run_1/met1.png
Bar = 50 um.
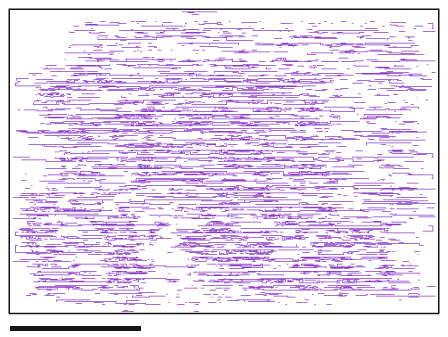
run_1/met2.png
Bar = 50 um. Cells faint in the background.
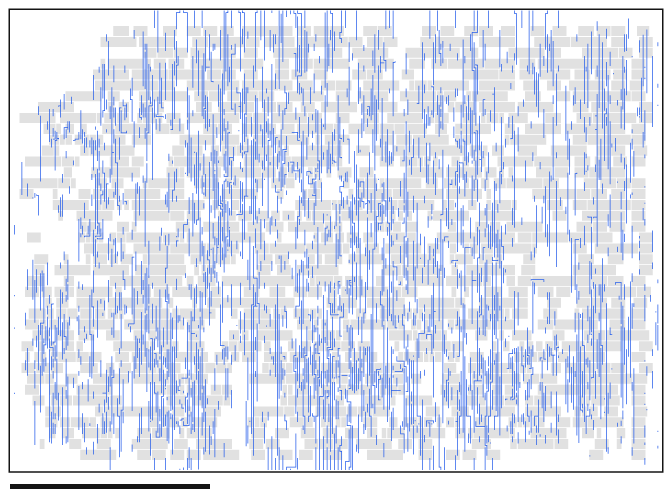
run_1/met3.png
Bar = 50 um. Cells faint in the background.
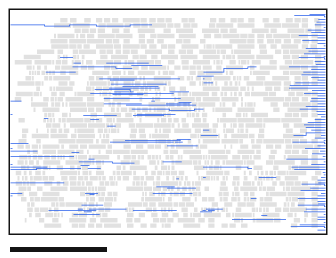
--- src/rtl/sram_fifo_arbiter.sv ---
// sram_fifo_arbiter
// Shares one asynchronous SRAM between two FIFOs: FIFO_I (slave pushes,
// wireless master pops) and FIFO_O (master pushes, slave pops). The upper
// address bit selects the FIFO; each FIFO owns 2^(ADDR_W-1) words.
// One access at a time: IDLE -> SETUP -> ACCESS (WAIT_CYCLES) -> DONE.
//
// Build option: define SRAM_ARB_MASTER_PRIORITY_EN to make the wireless
// master win every contested grant. Without it the grant is round-robin.
module sram_fifo_arbiter #(
  parameter int DATA_W      = 16,
  parameter int ADDR_W      = 18,
  parameter int WAIT_CYCLES = 2
) (
  input  logic              clk,
  input  logic              reset,
  // slave (SPI) side
  input  logic              slave_rd_req,
  input  logic              slave_wr_req,
  input  logic [DATA_W-1:0] slave_wdata,
  output logic [DATA_W-1:0] slave_rdata,
  output logic              slave_ack,
  output logic              slave_hint,
  // master (wireless) side
  input  logic              master_rd_req,
  input  logic              master_wr_req,
  input  logic [DATA_W-1:0] master_wdata,
  output logic [DATA_W-1:0] master_rdata,
  output logic              master_ack,
  output logic              master_hint,
  // flush and status
  input  logic              flush_i,
  input  logic              flush_o,
  output logic [ADDR_W-1:0] fifo_i_count,
  output logic              fifo_i_empty,
  output logic              fifo_i_full,
  output logic [ADDR_W-1:0] fifo_o_count,
  output logic              fifo_o_empty,
  output logic              fifo_o_full,
  // SRAM pins
  output logic [ADDR_W-1:0] sram_addr,
  input  logic [DATA_W-1:0] sram_dq_i,
  output logic [DATA_W-1:0] sram_dq_o,
  output logic              sram_dq_oe,
  output logic              CE_n,
  output logic              OE_n,
  output logic              WE_n,
  output logic              LB_n,
  output logic              UB_n
);

  localparam int PTR_W  = ADDR_W - 1;
  localparam int WCNT_W = (WAIT_CYCLES > 1) ? $clog2(WAIT_CYCLES) : 1;
  localparam logic [WCNT_W-1:0] WCNT_LAST = WCNT_W'(WAIT_CYCLES - 1);
  localparam logic [ADDR_W-1:0] FULL_CNT  = {1'b1, {PTR_W{1'b0}}};

  typedef enum logic [1:0] {
    IDLE   = 2'd0,
    SETUP  = 2'd1,
    ACCESS = 2'd2,
    DONE   = 2'd3
  } state_t;

  state_t state;
  state_t state_nxt;

  // latched access descriptor
  logic              side_master;
  logic              op_rd;
  logic [DATA_W-1:0] wdata_q;
  logic [WCNT_W-1:0] wcnt;
  logic              last_master;

  // FIFO bookkeeping
  logic [PTR_W-1:0]  wr_ptr_i;
  logic [PTR_W-1:0]  rd_ptr_i;
  logic [PTR_W-1:0]  wr_ptr_o;
  logic [PTR_W-1:0]  rd_ptr_o;
  logic              pend_i;
  logic              pend_o;

  // arbitration terms
  logic              s_rd;
  logic              s_wr;
  logic              m_rd;
  logic              m_wr;
  logic              s_any;
  logic              m_any;
  logic              flush_now_i;
  logic              flush_now_o;
  logic              pick_master;
  logic              grant;
  logic              grant_rd;
  logic [ADDR_W-1:0] grant_addr;
  logic [DATA_W-1:0] grant_wdata;
  logic              access_last;
  logic              done_upd;

  assign fifo_i_empty = (fifo_i_count == '0);
  assign fifo_i_full  = (fifo_i_count == FULL_CNT);
  assign fifo_o_empty = (fifo_o_count == '0);
  assign fifo_o_full  = (fifo_o_count == FULL_CNT);

  assign sram_dq_o    = wdata_q;
  assign access_last  = (state == ACCESS) && (wcnt == WCNT_LAST);
  assign done_upd     = (state == DONE);

  // Mask impossible requests, apply pending flushes, pick the winner
  always_comb begin
    s_rd        = slave_rd_req  & ~fifo_o_empty;
    s_wr        = slave_wr_req  & ~fifo_i_full;
    m_rd        = master_rd_req & ~fifo_i_empty;
    m_wr        = master_wr_req & ~fifo_o_full;
    s_any       = s_rd | s_wr;
    m_any       = m_rd | m_wr;
    flush_now_i = (state == IDLE) & (pend_i | flush_i);
    flush_now_o = (state == IDLE) & (pend_o | flush_o);
`ifdef SRAM_ARB_MASTER_PRIORITY_EN
    pick_master = m_any;
`else
    // the side that did not win last time wins a contested cycle
    pick_master = m_any & (~s_any | ~last_master);
`endif
    grant       = (state == IDLE) & ~flush_now_i & ~flush_now_o & (s_any | m_any);
    grant_rd    = pick_master ? m_rd : s_rd;
    grant_wdata = pick_master ? master_wdata : slave_wdata;
    grant_addr  = '0;
    if (pick_master) begin
      grant_addr = m_rd ? {1'b0, rd_ptr_i} : {1'b1, wr_ptr_o};
    end else begin
      grant_addr = s_rd ? {1'b1, rd_ptr_o} : {1'b0, wr_ptr_i};
    end
  end

  // State register
  always_ff @(posedge clk or posedge reset) begin
    if (reset) begin
      state <= IDLE;
    end else begin
      state <= state_nxt;
    end
  end

  // Next-state sequencing of one SRAM access
  always_comb begin
    state_nxt = state;
    case (state)
      IDLE:    if (grant) state_nxt = SETUP;
      SETUP:   state_nxt = ACCESS;
      ACCESS:  if (wcnt == WCNT_LAST) state_nxt = DONE;
      DONE:    state_nxt = IDLE;
      default: state_nxt = IDLE;
    endcase
  end

  // SRAM strobes, acks and ownership hints decoded from the access phase
  always_comb begin
    CE_n        = 1'b1;
    LB_n        = 1'b1;
    UB_n        = 1'b1;
    OE_n        = 1'b1;
    WE_n        = 1'b1;
    sram_dq_oe  = 1'b0;
    slave_ack   = 1'b0;
    master_ack  = 1'b0;
    slave_hint  = 1'b0;
    master_hint = 1'b0;
    case (state)
      SETUP: begin
        CE_n       = 1'b0;
        LB_n       = 1'b0;
        UB_n       = 1'b0;
        OE_n       = ~op_rd;
        sram_dq_oe = ~op_rd;
      end
      ACCESS: begin
        CE_n       = 1'b0;
        LB_n       = 1'b0;
        UB_n       = 1'b0;
        OE_n       = ~op_rd;
        WE_n       = op_rd;
        sram_dq_oe = ~op_rd;
      end
      DONE: begin
        // WE_n already released; data stays on the bus for hold time
        CE_n       = 1'b0;
        LB_n       = 1'b0;
        UB_n       = 1'b0;
        sram_dq_oe = ~op_rd;
        slave_ack  = ~side_master;
        master_ack = side_master;
      end
      default: ;
    endcase
    if (state != IDLE) begin
      slave_hint  = ~side_master;
      master_hint = side_master;
    end
  end

  // Latch the granted access and count ACCESS cycles
  always_ff @(posedge clk or posedge reset) begin
    if (reset) begin
      side_master <= 1'b0;
      op_rd       <= 1'b0;
      sram_addr   <= '0;
      last_master <= 1'b1;
      wcnt        <= '0;
    end else begin
      if (grant) begin
        side_master <= pick_master;
        op_rd       <= grant_rd;
        sram_addr   <= grant_addr;
        last_master <= pick_master;
      end
      if (state == ACCESS) begin
        wcnt <= wcnt + WCNT_W'(1);
      end else begin
        wcnt <= '0;
      end
    end
  end

  // Write data is held with the access; it needs no reset
  always_ff @(posedge clk) begin
    if (grant) begin
      wdata_q <= grant_wdata;
    end
  end

  // Capture read data on the last ACCESS cycle for the owning side
  always_ff @(posedge clk or posedge reset) begin
    if (reset) begin
      slave_rdata  <= '0;
      master_rdata <= '0;
    end else if (access_last && op_rd) begin
      if (side_master) begin
        master_rdata <= sram_dq_i;
      end else begin
        slave_rdata <= sram_dq_i;
      end
    end
  end

  // Flush requests wait here until the arbiter is back in IDLE
  always_ff @(posedge clk or posedge reset) begin
    if (reset) begin
      pend_i <= 1'b0;
      pend_o <= 1'b0;
    end else if (state == IDLE) begin
      pend_i <= 1'b0;
      pend_o <= 1'b0;
    end else begin
      pend_i <= pend_i | flush_i;
      pend_o <= pend_o | flush_o;
    end
  end

  // FIFO_I pointers and count: slave pushes, master pops
  always_ff @(posedge clk or posedge reset) begin
    if (reset) begin
      wr_ptr_i     <= '0;
      rd_ptr_i     <= '0;
      fifo_i_count <= '0;
    end else if (flush_now_i) begin
      wr_ptr_i     <= '0;
      rd_ptr_i     <= '0;
      fifo_i_count <= '0;
    end else if (done_upd && !side_master && !op_rd) begin
      wr_ptr_i     <= wr_ptr_i + PTR_W'(1);
      fifo_i_count <= fifo_i_count + ADDR_W'(1);
    end else if (done_upd && side_master && op_rd) begin
      rd_ptr_i     <= rd_ptr_i + PTR_W'(1);
      fifo_i_count <= fifo_i_count - ADDR_W'(1);
    end
  end

  // FIFO_O pointers and count: master pushes, slave pops
  always_ff @(posedge clk or posedge reset) begin
    if (reset) begin
      wr_ptr_o     <= '0;
      rd_ptr_o     <= '0;
      fifo_o_count <= '0;
    end else if (flush_now_o) begin
      wr_ptr_o     <= '0;
      rd_ptr_o     <= '0;
      fifo_o_count <= '0;
    end else if (done_upd && side_master && !op_rd) begin
      wr_ptr_o     <= wr_ptr_o + PTR_W'(1);
      fifo_o_count <= fifo_o_count + ADDR_W'(1);
    end else if (done_upd && !side_master && op_rd) begin
      rd_ptr_o     <= rd_ptr_o + PTR_W'(1);
      fifo_o_count <= fifo_o_count - ADDR_W'(1);
    end
  end

endmodule

--- config.mk ---
export PLATFORM = sky130hd
export DESIGN_NAME = sram_fifo_arbiter
export DESIGN_NICKNAME = d
export VERILOG_FILES = /design/src/rtl/sram_fifo_arbiter.sv
export SDC_FILE = /design/constraint.sdc
export NUM_CORES = 1
export LEC_CHECK = 0
export ABC_CLOCK_PERIOD_IN_PS = 9000
export CORE_ASPECT_RATIO = 0.7
export CORE_MARGIN = 2
export CORE_UTILIZATION = 55
export CTS_BUF_LIST = sky130_fd_sc_hd__clkbuf_2 sky130_fd_sc_hd__clkbuf_4 sky130_fd_sc_hd__clkbuf_8
export CTS_CLUSTER_SIZE = 10
export DETAILED_ROUTE_END_ITERATION = 12
export PLACE_DENSITY_LB_ADDON = 0.08
export SYNTH_ARGS = -nofsm -noshare
export SYNTH_HDL_FRONTEND = slang
export SYNTH_SLANG_ARGS = --single-unit
--- constraint.sdc ---
create_clock -name clk -period 9 [get_ports clk]
set_clock_uncertainty 0.15 [all_clocks]
set_input_delay 2.7 -clock clk [delete_from_list [all_inputs] [get_ports clk]]
set_output_delay 2.7 -clock clk [all_outputs]
set_load 0.1 [all_outputs]
==> deck_impl_summary.md, run 1 <==
Synthesis and Place & Route Summary

Status
  – Outcome: completed

Floorplan
  – Core area: 17300 um2
  – # rows: 40

CTS
  – CTS Sinks: 178
  – CTS H-tree depth: 4
  – CTS tree: yes
  – CTS resizes: 0
  – Post-CTS setup buffer count: 0
  – CTS Buf Count: 17

Layout
  – Fillers: 1327
  – P&R area growth vs syn: 23.9%
  – Most frequent logic cell in the layout: clkdlybuf4s50_1
  – Post-route cell area: 12100 um2
  – Share of layout cells above drive strength 1: 0.0896

Worst setup path
  – Worst Path Arrival: 3.36 ns
  – Largest delay share family, worst path: simple AND/OR/NAND/NOR gates
  – Crit end category: output pin
  – CP required: 6.15 ns
  – Slowest stage delay, CP: 1.12 ns

Final timing
  – Setup TNS: 0 ns
  – Tightest Pin Transition: 1.11 ns
  – Rel. slew slack: 0.260

Logic synthesis
  – Synth top cells by count: 161 x dfrtp_1, 103 x nor2_1, 70 x nand2_1
  – Unique cell types: 65
  – Seq/Total Area, Yosys: 0.465
  – Adder Area Share: 0.0541
  – Comb area leader: simple AND/OR/NAND/NOR gates
  – Yosys cell count: 942
  – Synth Flop Type: dfrtp_1
  – Mean Syn Cell Area: 10.4 um2
  – Simple-Gate Area Share: 0.148
  – Count of library flops with an enable pin: 16
  – Top-area cell share: 0.413

Detailed routing
  – WL/cell: 17.8 um
  – Via count: 7730
  – Remaining DRCs: 0

GRT
  – Vias in the first global route: 7108
Back to the opening pictures, met1.png:
The wires run mostly horizontal. The layer carries 12000 um of wire. The longest straight run is 54.7 um.

Back to the opening pictures, met2.png:
The layer holds 41% of the routed length. 1018 nets have wire on it. The wires run mostly vertical.

Back to the opening pictures, met3.png:
The layer carries 1840 um of wire. The layer holds 7.7% of the routed length. The longest straight run is 42.8 um. The wires run mostly horizontal. 148 nets have wire on it.

run 1: layer usage:
layer / track usage / share of wire / vias up
li1: - / - / 3702
met5: 0 / 0 / -
met2: 0.367 / 0.41 / 232
met1: 0.410 / 0.50 / 3782
met4: 0.0537 / 0.0074 / 0
met3: 0.0537 / 0.077 / 14
run 1: layout make-up:
type                    instances  area [um2]  area share
repair buffers                178        1760       0.146
flip-flops and latches        178        4540       0.375
well taps                     231         289      0.0239
clock buffers                  17         234      0.0194
inverters                      20        80.1     0.00663
clock inverters                15         159      0.0131
multi-input cells             708        5020       0.416
run 1: flip-flops by register name (all words and copies together) (netlist names):
| name | count |
|---|---|
| fifo_o_count | 18 |
| rd_ptr_o | 17 |
| fifo_i_count | 18 |
| wr_ptr_o | 17 |
| state | 2 |
| pend_i | 1 |
| slave_rdata | 16 |
| side_master | 1 |
| sram_dq_o | 16 |
| pend_o | 1 |
| last_master | 1 |
| op_rd | 1 |
| wcnt | 1 |
| wr_ptr_i | 17 |
| sram_addr | 18 |
| master_rdata | 16 |
| rd_ptr_i | 17 |
run 1: final timing paths:
kind                                        startpoint                            to  slack [ns]
hold reg to reg                         wcnt$_DFF_PP0_                wcnt$_DFF_PP0_        0.34
min in group asynchronous                        reset  master_rdata[12]$_DFFE_PP0P_        2.67
setup / recovery           fifo_o_count[0]$_DFFE_PP0P_                   fifo_o_full        2.79
max in group asynchronous                        reset  fifo_i_count[12]$_DFFE_PP0P_        4.74
hold / removal                          wcnt$_DFF_PP0_                wcnt$_DFF_PP0_        0.34
setup reg to reg                  state[1]$_DFFE_PP0P_  fifo_i_count[16]$_DFFE_PP0P_        4.40
==> run 2, diff against run 1 <==
--- a/config.mk
+++ b/config.mk
@@ -5,10 +5,10 @@
 export SDC_FILE = /design/constraint.sdc
 export NUM_CORES = 1
 export LEC_CHECK = 0
-export ABC_CLOCK_PERIOD_IN_PS = 9000
+export ABC_CLOCK_PERIOD_IN_PS = 5300
 export CORE_ASPECT_RATIO = 0.7
 export CORE_MARGIN = 2
-export CORE_UTILIZATION = 55
+export CORE_UTILIZATION = 50
 export CTS_BUF_LIST = sky130_fd_sc_hd__clkbuf_2 sky130_fd_sc_hd__clkbuf_4 sky130_fd_sc_hd__clkbuf_8
 export CTS_CLUSTER_SIZE = 10
 export DETAILED_ROUTE_END_ITERATION = 12
==> constraint.sdc (replaced) <==
create_clock -name clk -period 5.3 [get_ports clk]
set_clock_uncertainty 0.15 [all_clocks]
set_input_delay 1.59 -clock clk [delete_from_list [all_inputs] [get_ports clk]]
set_output_delay 1.59 -clock clk [all_outputs]
set_load 0.1 [all_outputs]
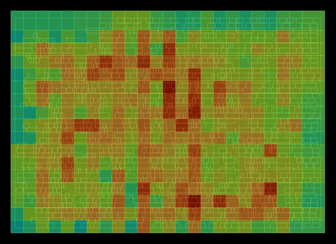
run_2/final_congestion.png
WL/cell: 17.8 um
Global Route met2 Usage: 0.344
grt met1 use: 0.381
M3 GR Usage: 0.0486
Final Util: 0.640

==> run 2 against run 1 <==
Net effect:
- via count barely moved
- sequential share of layout area fell by 0.29 points
- first-iteration DRC count rose by 3.6%
- clock-buffer cell count did not move
- non-clock buffer count rose by 4
- utilization fell by 6.0 points
- synthesized cell count did not move
- critical path type unchanged
==> deck_impl_summary.md, run 2 <==
Synthesis and Place & Route Summary

Status
  – Outcome: completed (unchanged)

Detailed routing
  – Post-route ant nets: 0 (unchanged)
  – Remaining DRCs: 0 (unchanged)
  – Via count: 7724 (was 7730)
  – Final wirelength: 24700 um (was 24000 um)

Layout
  – P&R area growth vs syn: 24.8% (was 23.9%)
  – Diode count: 0 (unchanged)
  – Post-route cell area: 12200 um2 (was 12100 um2)
  – Most frequent logic cell in the layout: clkdlybuf4s50_1 (unchanged)
  – Biggest regs: fifo_i_count (18), fifo_o_count (18), sram_addr (18) (unchanged)
  – Share of layout cells above drive strength 1: 0.0964 (was 0.0896)
  – Non-Filler Instances: 1384 (was 1347)
  – Final net count: 1204 (was 1200)

Worst setup path
  – CP required: 3.56 ns (was 6.15 ns)
  – Crit end category: output pin (unchanged)
  – Critical path type: reg2out (unchanged)
  – Crit Path Max Fanout: 15 (was 5)
  – FF-to-FF Start: state[1]$_DFFE_PP0P_ (unchanged)
  – Register-to-Register Path Depth: 12 (was 11)
  – Startpoint Class: register (unchanged)
  – Worst Path Arrival: 2.78 ns (was 3.36 ns)
  – Origin of the worst setup path: state[0]$_DFFE_PP0P_ (was fifo_o_count[0]$_DFFE_PP0P_)

Logic synthesis
  – Synth top cells by count: 161 x dfrtp_1, 103 x nor2_1, 70 x nand2_1 (unchanged)
  – Yosys cell count: 942 (unchanged)
  – Seq/Total Area, Yosys: 0.465 (unchanged)
  – Count of library flops with an enable pin: 16 (unchanged)
  – Cell type with the largest total area: dfrtp_1 (unchanged)
  – Flops after synth: 178 (unchanged)
  – Top-area cell share: 0.413 (unchanged)
  – Most common cell in the netlist: dfrtp_1 (unchanged)
  – Syn_nets: 1039 (unchanged)
  – Synth Flop Type: dfrtp_1 (unchanged)
  – Unique cell types: 65 (unchanged)
  – Post-Syn Instances: 942 (unchanged)
  – Share of flip-flops with an asynchronous set or reset: 0.910 (unchanged)
  – Mean Syn Cell Area: 10.4 um2 (unchanged)
  – Warnings, synthesis: 0 (unchanged)
  – Post-synth design cell area: 9760 um2 (unchanged)

Final timing
  – RSZ-0062 raised after global routing: false (unchanged)
  – Rel. slew slack: 0.291 (was 0.260)
  – Hold Worst Slack: 0.331 ns (was 0.341 ns)
  – Setup ws final: 0.775 ns (was 2.79 ns)
  – Final Cycle Share: 0.854
  – Setup TNS: 0 ns (unchanged)
  – Tightest Pin Transition: 1.06 ns (was 1.11 ns)
  – Setup Viol. Count Final: 0 (unchanged)

CTS
  – Clock root cell: clkbuf_8 (unchanged)
  – # hold bufs at CTS: 0 (unchanged)
  – Reg clk slew, reported paths: 0.11 ns (about the same)
  – Post-CTS setup buffer count: 0 (unchanged)
  – Deepest clock path buffer count: 2 (unchanged)
  – CTS tree: yes (unchanged)
  – CTS resizes: 0 (unchanged)
  – CTS H-tree depth: 4 (unchanged)
  – CTS Buf Count: 17 (unchanged)
  – Clk ins delay skew pair: 0.47 ns (was 0.48 ns)
  – CTS Sinks: 178 (unchanged)

GRT
  – Gr usage total: 0.245 (was 0.259)
  – Initial antenna violation count: 0 (unchanged)
  – Vias in the first global route: 7172 (was 7108)
  – GRT overflow: 0 (unchanged)

Floorplan
  – Chip area: 20700 um2 (was 18800 um2)
  – # rows: 42 (was 40)
  – Starting Density: 0.513 (was 0.565)
  – Die Ht: 121 um (was 115 um)
  – Core area: 19000 um2 (was 17300 um2)
  – I/O pin cnt: 172 (unchanged)
  – Die extent in x: 171 um (was 163 um)

Flow run
  – Max Cap Violations: 0 (unchanged)
  – Tool Warnings: 28 (was 30)

Min path
  – Worst hold path class: reg2reg (unchanged)
  – Worst Hold Launch: wcnt$_DFF_PP0_ (unchanged)
  – WHS Path Cells: 1 (unchanged)

Placement
  – IO buf count: 171 (unchanged)
  – DP Worst Slack: 1.29 ns (was 3.35 ns)
  – Final HPWL DP: 17800 um (was 17500 um)
  – Dpl cells: 1352 (was 1315)
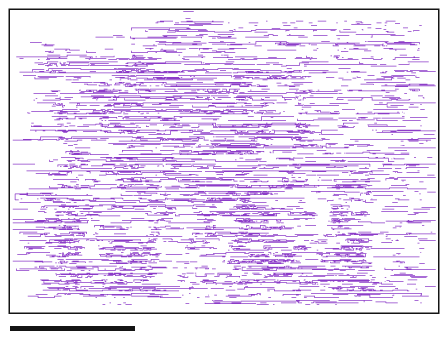
run_2/met1.png
Bar = 50 um.
1086 nets have wire on it. The layer holds 51% of the routed length.

## run 2: cell counts after synthesis
No cell type changed its count.
## run 2: final cells by class
class / count / area (um2)
well taps: 264 / 330
clock inverters: 15 / 180
repair buffers: 182 / 1800
clock buffers: 17 / 234
multi-input cells: 708 / 5020
fillers: 1607 / 6850
flip-flops and latches: 178 / 4540
inverters: 20 / 78.8
## run 2: final timing paths
check,end,slack (ns)
worst min register to register,wcnt$_DFF_PP0_,0.33
worst min-delay path,wcnt$_DFF_PP0_,0.33
max in group asynchronous,rd_ptr_o[16]$_DFFE_PP0P_,2.64
min in group asynchronous,fifo_o_count[5]$_DFFE_PP0P_,1.34
worst max register to register,fifo_i_count[16]$_DFFE_PP0P_,1.23
worst max-delay path,UB_n,0.78
## run 2: cell families (layout without fill, tap and decap cells)
family	Yosys count	count (layout)	share of synthesized area
fa+ha+maj	41	41	0.0541
mux	120	120	0.132
buf+inv	56	234	0.0249
compound gates	168	168	0.110
flops	178	178	0.465
simple gates	305	305	0.148
xor+xnor	74	74	0.0664
## run 2: worst max-delay path: stages, from the launching register on
cell,delay (ns)
dfrtp_1,0.41
inv_1,0.09
ha_1,0.56
clkdlybuf4s50_1,1.25
## run 2: routing by layer
layer  vias up  global-route usage  routed length [um]
li1       3722                   -                   -
met1      3769               0.381               12500
met2       211               0.344               10300
met3        22              0.0486                1590
met4         0              0.0689                 331
met5         -                   0                   0
